==> run_1/util_map.png <==
Scale: 4 px per um. 7 x 7 tiles, from white (low) to dark blue (high), 0 to 100% covered.
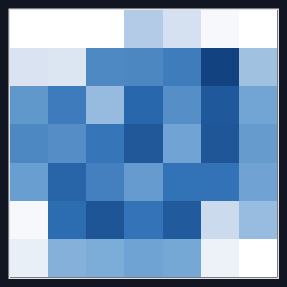
==> run_1/clock_wires.png <==
Scale: 8 px per um.
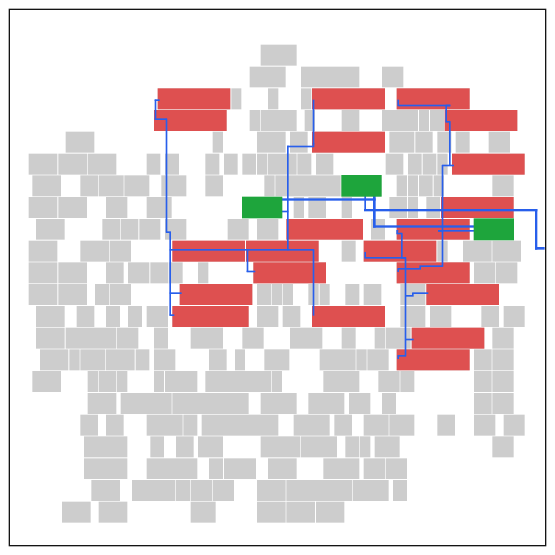
==> run_1/layers.png <==
Scale: 8 px per um. Only two layers are drawn.
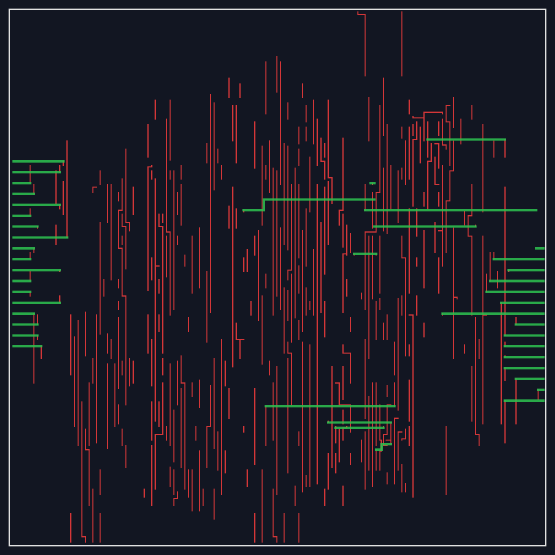
--- config.mk ---
export PLATFORM = sky130hd
export DESIGN_NAME = seq_stream_arbiter
export DESIGN_NICKNAME = d
export VERILOG_FILES = /design/src/rtl/seq_arb_pkg.sv /design/src/rtl/rr_picker.sv /design/src/rtl/seq_stream_arbiter.sv
export SDC_FILE = /design/constraint.sdc
export NUM_CORES = 1
export LEC_CHECK = 0
export CORE_MARGIN = 2
export CORE_UTILIZATION = 45
export DETAILED_ROUTE_END_ITERATION = 8
export MAX_ROUTING_LAYER = met4
export PLACE_DENSITY = 0.79
export SYNTH_ARGS = -nofsm -noshare
export SYNTH_HDL_FRONTEND = slang
export SYNTH_SLANG_ARGS = --single-unit
--- constraint.sdc ---
create_clock -name clk -period 3 [get_ports clk]
set_input_delay 0.45 -clock clk [delete_from_list [all_inputs] [get_ports clk]]
set_output_delay 0.45 -clock clk [all_outputs]
set_load 0.1 [all_outputs]
--- src/rtl/seq_arb_pkg.sv ---
// Shared definitions for the sequence-detector stream arbiter.
//   state_t          : arbiter FSM state encoding
//   DEFAULT_TIMEOUT  : default stall limit (cycles without bit_valid) in STREAM
package seq_arb_pkg;

    typedef enum logic [1:0] {
        IDLE   = 2'b00,
        CLEAR  = 2'b01,
        STREAM = 2'b10,
        DONE   = 2'b11
    } state_t;

    localparam int unsigned DEFAULT_TIMEOUT = 16;

endpackage

--- src/rtl/rr_picker.sv ---
// Combinational round-robin priority search.
// Ports:
//   req      in  NREQ   request vector
//   ptr      in  IDX_W  index of the last served requester
//   win      out NREQ   one-hot winner (zero when no request)
//   win_idx  out IDX_W  index of the winner
//   any      out 1      at least one request present
module rr_picker #(
    parameter int unsigned NREQ  = 4,
    parameter int unsigned IDX_W = 2
) (
    input  logic [NREQ-1:0]  req,
    input  logic [IDX_W-1:0] ptr,
    output logic [NREQ-1:0]  win,
    output logic [IDX_W-1:0] win_idx,
    output logic             any
);

    logic [IDX_W-1:0] j;

    // Search upward starting one past the last served index, wrapping at NREQ.
    always_comb begin
        win     = '0;
        win_idx = '0;
        any     = 1'b0;
        j       = '0;
        for (int unsigned i = 1; i <= NREQ; i++) begin
            j = IDX_W'((32'(ptr) + i) % NREQ);
            if (!any && req[j]) begin
                any      = 1'b1;
                win_idx  = j;
                win[j]   = 1'b1;
            end
        end
    end

endmodule

--- src/rtl/seq_stream_arbiter.sv ---
// Round-robin arbiter sharing one serial sequence detector among NREQ
// requesters. Each granted frame starts with a one-cycle detector clear,
// then streams the granted requester's bits until the latched length is
// consumed (done) or the stream stalls for TIMEOUT cycles (abort).
// Ports:
//   clk        in  1           clock, rising edge
//   rst        in  1           asynchronous active-low reset
//   req        in  NREQ        frame requests, sampled in IDLE
//   len        in  NREQ*LEN_W  per-requester frame length, latched at grant
//   bit_valid  in  NREQ        per-requester serial bit valid
//   bit_in     in  NREQ        per-requester serial bit
//   ready      out NREQ        bit accepted when ready[i] & bit_valid[i]
//   gnt        out NREQ        registered one-hot grant
//   det_clear  out 1           registered detector clear pulse
//   seq_out    out 1           bit steered to the detector
//   seq_valid  out 1           seq_out valid this cycle
//   done       out 1           frame completed pulse
//   abort      out 1           frame timed-out pulse
//   busy       out 1           arbiter not idle
module seq_stream_arbiter
    import seq_arb_pkg::*;
#(
    parameter int unsigned NREQ    = 4,
    parameter int unsigned LEN_W   = 4,
    parameter int unsigned TIMEOUT = DEFAULT_TIMEOUT
) (
    input  logic                  clk,
    input  logic                  rst,
    input  logic [NREQ-1:0]       req,
    input  logic [NREQ*LEN_W-1:0] len,
    input  logic [NREQ-1:0]       bit_valid,
    input  logic [NREQ-1:0]       bit_in,
    output logic [NREQ-1:0]       ready,
    output logic [NREQ-1:0]       gnt,
    output logic                  det_clear,
    output logic                  seq_out,
    output logic                  seq_valid,
    output logic                  done,
    output logic                  abort,
    output logic                  busy
);

    localparam int unsigned IDX_W = $clog2(NREQ);
    localparam int unsigned TM_W  = $clog2(TIMEOUT);

    state_t             state;
    state_t             state_next;
    logic [IDX_W-1:0]   ptr;
    logic [IDX_W-1:0]   gidx;
    logic [LEN_W-1:0]   cnt;
    logic [TM_W-1:0]    timer;

    logic [NREQ-1:0]    pick_win;
    logic [IDX_W-1:0]   pick_idx;
    logic               pick_any;

    logic               accept;
    logic               timeout_hit;

    rr_picker #(
        .NREQ  (NREQ),
        .IDX_W (IDX_W)
    ) u_pick (
        .req     (req),
        .ptr     (ptr),
        .win     (pick_win),
        .win_idx (pick_idx),
        .any     (pick_any)
    );

    assign accept      = (state == STREAM) && bit_valid[gidx];
    // A valid bit on the threshold cycle counts as an accept, so accept wins.
    assign timeout_hit = (state == STREAM) && !bit_valid[gidx] &&
                         (timer == TM_W'(TIMEOUT - 1));

    always_comb begin
        state_next = state;
        case (state)
            IDLE:    if (pick_any) state_next = CLEAR;
            CLEAR:   state_next = (cnt != '0) ? STREAM : DONE;
            STREAM: begin
                if (accept && (cnt == LEN_W'(1))) state_next = DONE;
                else if (timeout_hit)             state_next = IDLE;
            end
            DONE:    state_next = IDLE;
            default: state_next = IDLE;
        endcase
    end

    always_comb begin
        ready     = '0;
        seq_valid = 1'b0;
        seq_out   = 1'b0;
        if (state == STREAM) begin
            ready     = gnt;
            seq_valid = bit_valid[gidx];
            seq_out   = bit_in[gidx];
        end
    end

    assign busy = (state != IDLE);

    always_ff @(posedge clk or negedge rst) begin
        if (!rst) begin
            state     <= IDLE;
            gnt       <= '0;
            gidx      <= '0;
            ptr       <= IDX_W'(NREQ - 1);
            cnt       <= '0;
            timer     <= '0;
            det_clear <= 1'b0;
            done      <= 1'b0;
            abort     <= 1'b0;
        end else begin
            state     <= state_next;
            det_clear <= (state_next == CLEAR);
            done      <= (state_next == DONE);
            abort     <= timeout_hit;
            case (state)
                IDLE: begin
                    if (pick_any) begin
                        gnt   <= pick_win;
                        gidx  <= pick_idx;
                        cnt   <= len[32'(pick_idx)*LEN_W +: LEN_W];
                        timer <= '0;
                    end
                end
                STREAM: begin
                    if (accept) begin
                        cnt   <= cnt - 1'b1;
                        timer <= '0;
                    end else if (timeout_hit) begin
                        gnt   <= '0;
                        ptr   <= gidx;
                        timer <= '0;
                    end else begin
                        timer <= timer + 1'b1;
                    end
                end
                DONE: begin
                    gnt <= '0;
                    ptr <= gidx;
                end
                default: ;
            endcase
        end
    end

endmodule
==> impl_metrics.env, run 1 <==
# source this file to load flow results
export IMPL_status="completed"
export IMPL_combPwrFrac_pct=71.9
export IMPL_whs_ns=0.5014
export IMPL_max_cap_viol_count=0
export IMPL_place_congestion=0.8060
export IMPL_dieWidth_um=66.86
export IMPL_synth_top_cell_by_area="dfrtp_1"
export IMPL_cp_required_ns=3.14
export IMPL_cts_resized=0
export IMPL_grt_max_degree=22
export IMPL_yosysWarnings=0
export IMPL_start_kind="flip-flop"
export IMPL_top_layer="met4"
export IMPL_worstSetupStartpoint="ptr[0]$_DFFE_PN1P_"
export IMPL_rsz0062_at_grt="no"
export IMPL_tightest_slew_ns=0.8948
export IMPL_worstSetupEndpoint="cnt[3]$_DFFE_PN0P_"
export IMPL_remaining_drc_errors=0
export IMPL_netlist_area_um2=1778
export IMPL_clock_path_buffers=2
export IMPL_die_h_um=66.86
export IMPL_warnings=35
export IMPL_grt_pass1_vias=1475
export IMPL_worst_slack_ns=0.4598
export IMPL_crit_fanout=9
export IMPL_post_synth_top_count_cell="dfrtp_1"
export IMPL_edf_count=0
export IMPL_synthDistinctLibCells=51
export IMPL_final_cell_mix="clkdlybuf4s50_1 (29), dfrtp_1 (19), o21ai_0 (18), nand2_1 (15), buf_4 (15)"
export IMPL_wl_met2_mm=1.956
export IMPL_fmax_mhz=393.7
export IMPL_cts_setup_buffers=0
export IMPL_drt_iter0_markers=74
export IMPL_yosys_cells=187
export IMPL_cellLeakagePower_nw=0.9713
export IMPL_n_fill_cell=362
export IMPL_arrival_ns=2.68
export IMPL_cts_sinks=21
export IMPL_synthFlopType="dfrtp_1"
export IMPL_critical_path_top_delay_family="AND-OR/OR-AND gates"
export IMPL_fin_area_um2=2241
export IMPL_numSynthFlops=21
export IMPL_drive_gt1_share_pct=18.22
export IMPL_grt_ovfl_total=0
## Picture notes: util_map.png
tiles over 75% full: 18%
fullest tile: 93%
mean over tiles: 49%
nearly empty tiles: 10%
fp util: 47.85%
core outline area: 3716 um2
Util after Layout: 60.30%

## Picture notes: clock_wires.png
[red] flip-flops | count: 21
[blue] clock wires | length: 226 um
[green] clock-net drivers | count: 3
routed clock nets: 4
Clock power frac: 7.4%
skew final: 0.001632 ns
Clock Power: 0.180 mW

## Picture notes: layers.png
[red] M2 | wire length: 1,960 um
[green] M3 | wire length: 238 um
routed via count: 1,563
gr usage total: 20.22%
Routed WL: 4.003 mm
wire length per cell: 14.66 um

[run 1: power by group through the flow]
| stage | combinational (mW) | sequential, mW | clock [mW] |
|---|---|---|---|
| 6_report | 1.76 | 0.508 | 0.180 |
| 3_5_place_dp | 1.76 | 0.511 | 0 |
| 5_1_grt | 1.93 | 0.523 | 0.199 |
| 2_1_floorplan | 1.27 | 0.655 | 0 |
| 3_3_place_gp | 1.73 | 0.507 | 0 |
| 4_1_cts | 1.77 | 0.507 | 0.184 |
[run 1: state kept, by name, indices dropped and copies added, names as in the netlist]
name and flops:
state 2, abort 1, gnt 4, cnt 4, ptr 2, det_clear 1, done 1, gidx 2
timer 4
[run 1: cell type report]
cell class,count,area [um2],area share (%)
Multi-Input combinational cell,148,1159,51.70
Sequential cell,21,528.0,23.56
Timing Repair Buffer,45,422.9,18.87
Tap cell,48,60.06,2.680
Clock buffer,4,45.04,2.010
Inverter,7,26.28,1.173
[run 1: metal layers]
| metal | global-route usage (%) | vias up |
|---|---|---|
| li1 | - | 780 |
| met1 | 25.90 | 729 |
| met2 | 35.13 | 49 |
| met3 | 3.378 | 5 |
| met4 | 1.531 | 0 |
| met5 | - | - |
[run 1: cell families (layout without fill, tap and decap cells)]
group                      after synthesis  count (layout)  share of synthesized area (%)
xor gates and xnor gates                 1               1                         0.4927
muxes                                   13              13                          12.03
buffers and inverters                   18              56                          5.137
adders and majority gates               12              12                          8.445
DFF                                     21              21                          29.70
and+or+nand+nor                         59              59                          17.95
AOI/OAI and AO/OA                       63              63                          26.25
[run 1: worst register-to-register path, delay by kind of cell, from the launching register on]
family                   cells  cell delay (ns)
AND-OR/OR-AND                3             0.66
flip-flops                   1             0.54
adder cells (fa/ha/maj)      1             0.52
multiplexers                 1             0.37
AND/OR/NAND/NOR              2             0.22
buffers and inverters        1             0.11
==> run_1/congestion_map.png <==
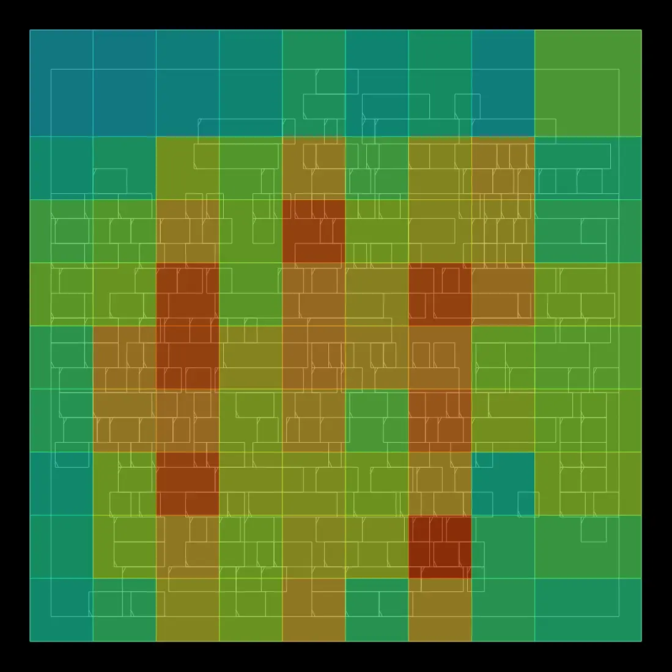

==> run 1 -> run 2 <==
--- a/config.mk
+++ b/config.mk
@@ -9,7 +9,7 @@
 export CORE_UTILIZATION = 45
 export DETAILED_ROUTE_END_ITERATION = 8
 export MAX_ROUTING_LAYER = met4
-export PLACE_DENSITY = 0.79
+export PLACE_DENSITY = 0.82
 export SYNTH_ARGS = -nofsm -noshare
 export SYNTH_HDL_FRONTEND = slang
 export SYNTH_SLANG_ARGS = --single-unit
==> constraint.sdc (replaced) <==
create_clock -name clk -period 2.22 [get_ports clk]
set_input_delay 0.333 -clock clk [delete_from_list [all_inputs] [get_ports clk]]
set_output_delay 0.333 -clock clk [all_outputs]
set_load 0.1 [all_outputs]
==> run_2/congestion_map.png <==
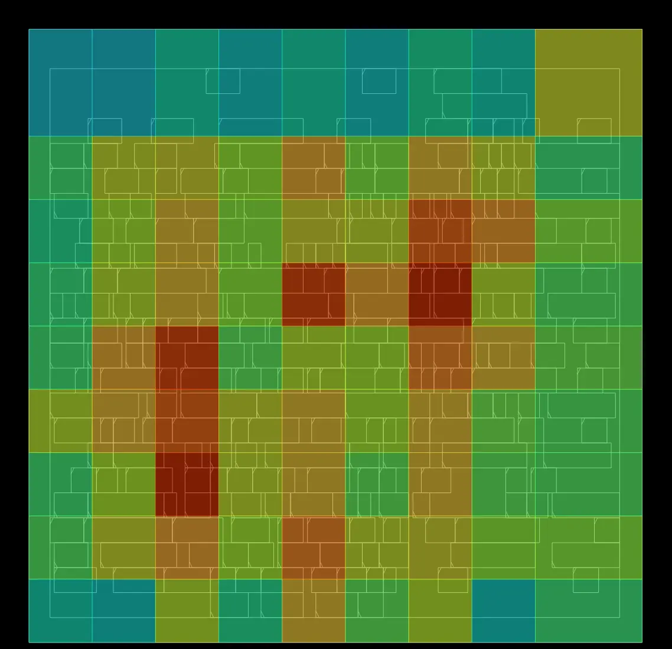
busiest grt layer: met2
M3 GR Usage: 3.547%
met2 Use GR: 33.63%
wire length per cell: 14.55 um
met1 Usage GRT: 25.82%

==> run_2/floorplan.png <==
Scale: 8 px per um. Pins as bars on the die edge.
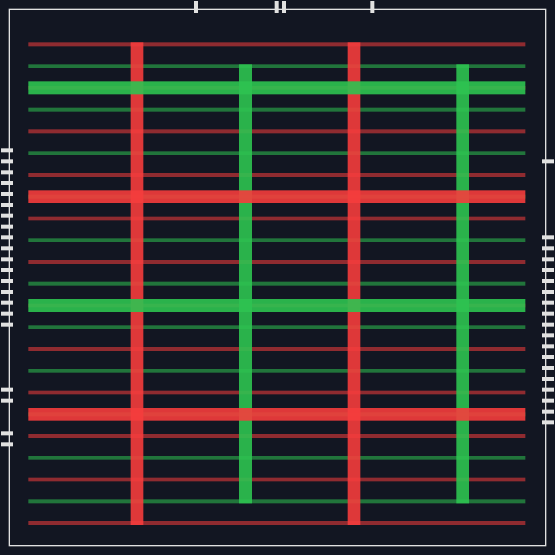
[red] VSS
[green] VDD
signal pins: 44
met1 rails: 23
DIE WIDTH: 66.86 um
peak supply drop: 0.0007810 V
chip height: 66.86 um

==> impl_metrics.env, run 2 <==
# source this file to load flow results
export IMPL_final_cell_mix="buf_4 (33), clkdlybuf4s50_1 (28), dfrtp_1 (19), o21ai_0 (15), nand2_1 (15)"
export IMPL_worstSetupStartpoint="ptr[0]$_DFFE_PN1P_"
export IMPL_warnings=37
export IMPL_grt_ovfl_total=0
export IMPL_core_area_um2=3716
export IMPL_top_layer="met4"
export IMPL_top_logic_kind="AND-OR/OR-AND gates"
export IMPL_wl_met2_mm=2.035
export IMPL_fp_util_pct=47.85
export IMPL_netlist_area_um2=1778
export IMPL_io_buffers=43
export IMPL_vias=1711
export IMPL_drive_gt1_share_pct=33.86
export IMPL_whs_ns=0.4200
export IMPL_synth_top_cell_by_area="dfrtp_1"
export IMPL_synthFlopType="dfrtp_1"
export IMPL_utilization_pct=70.98
export IMPL_arrival_ns=2.32
export IMPL_period_used_pct=97.93
export IMPL_yosys_top_cells_area="dfrtp_1 (27%), ha_1 (8.4%), o21ai_0 (5.1%)"
export IMPL_aoi_share_pct=26.25
export IMPL_numSynthFlops=21
export IMPL_cpPeakStageDelay_ns=0.59
export IMPL_simple_gate_share_pct=17.95
export IMPL_n_antenna_cell=0
export IMPL_cts_sinks=21
export IMPL_wl_mm=4.349
export IMPL_rsz0062_at_grt="yes"
export IMPL_slew_viol_final=0
export IMPL_grt_max_degree=22
export IMPL_worst_slack_ns=0.04599
export IMPL_crit_fanout=8
export IMPL_remaining_drc_errors=0
export IMPL_max_cap_viol_count=0
export IMPL_yosysWarnings=0
export IMPL_dr_wl_met3_um=316
export IMPL_die_area_um2=4470
export IMPL_start_kind="flip-flop"
export IMPL_yosysTopAreaCellShare_pct=26.74
export IMPL_finalCriticalPeriod_ns=2.174
export IMPL_skew_ns=0.005304
export IMPL_status="completed"
export IMPL_fmax_mhz=460.0
export IMPL_critical_path_top_delay_family="flip-flops"
export IMPL_antenna_left=0
export IMPL_post_synth_top_count_cell="dfrtp_1"
export IMPL_drt_iter0_markers=67
export IMPL_yosys_area_um2=1778
export IMPL_cts_clk_slew_worst_paths_ns=0.08
export IMPL_top_cells_by_count="dfrtp_1 (19), o21ai_0 (18), nand2_1 (15), ha_1 (12), nor2_1 (8)"
export IMPL_cellLeakagePower_nw=1.145
export IMPL_synthDistinctLibCells=51
export IMPL_cp_required_ns=2.37
export IMPL_synth_xor_area_share_pct=0.4926
export IMPL_reg_top3="cnt x4, gnt x4, timer x4"
export IMPL_yosys_cells=187
export IMPL_grt_usage_pct=20.26
export IMPL_worstSetupEndpoint="gnt[3]$_DFFE_PN0P_"
export IMPL_fin_area_um2=2638
export IMPL_place_congestion=0.8269
export IMPL_numCtsBuffers=3
export IMPL_clock_path_buffers=2
export IMPL_adder_share_pct=8.445
export IMPL_mux_area_share_pct=12.03
export IMPL_tightest_slew_ns=0.5058
export IMPL_critical_path_buf_inv_count=1
export IMPL_r2r_start="ptr[0]$_DFFE_PN1P_"
export IMPL_edf_count=0
export IMPL_grt_pass1_vias=1588
-- run 2: netlist changes by cell type in the layout (fill, tap and decap cells not counted), moves of 2 or more --
cell,before,now
buf_4,15,33
buf_12,1,6
a211oi_1,5,1
a211oi_2,0,4
o21ai_0,18,15
o21ai_1,3,6
a311oi_1,2,0
a311oi_2,0,2
inv_1,7,5
nor2b_1,5,3
-- run 2: power breakdown --
part	leakage (nW)	switching [mW]	internal (mW)
registers	0.265	0.144	0.544
clock network	0.0255	0.121	0.125
logic	0.855	1.68	1.31
-- run 2: worst reg2reg max path, cell delays in order (launching register included) --
cell and delay, ns:
dfstp_2 0.59, inv_6 0.04, ha_4 0.33, mux4_2 0.51, nor2b_4 0.16, a22oi_2 0.12
o21ai_1 0.08, a31oi_1 0.16, o21ai_1 0.08
-- run 2: area by class of cell --
type / count / area, um2
fill: 286 / 1079
clock buffer: 3 / 41.29
tap: 48 / 60.06
inverter: 7 / 31.28
sequential: 21 / 528.0
timing repair buffer: 70 / 686.9
clock inverter: 1 / 5.005
multi-input combinational: 149 / 1285
-- run 2: timing repair --
item	4_1_cts	5_1_grt
gates resized	1	17
setup endpoints to repair	2	7
cloned	0	1
buffers inserted	0	1
pin swaps	0	8
-- run 2: worst min path at each step --
stage	endpoint	start
2_1_floorplan	abort$_DFF_PN0_	rst
3_3_place_gp	timer[3]$_DFFE_PN0P_	timer[3]$_DFFE_PN0P_
3_5_place_dp	timer[3]$_DFFE_PN0P_	timer[3]$_DFFE_PN0P_
4_1_cts	timer[2]$_DFFE_PN0P_	rst
5_1_grt	timer[2]$_DFFE_PN0P_	rst
6_report	timer[2]$_DFFE_PN0P_	rst
Power figures rest on the tool's default switching activity, not on a simulated workload.
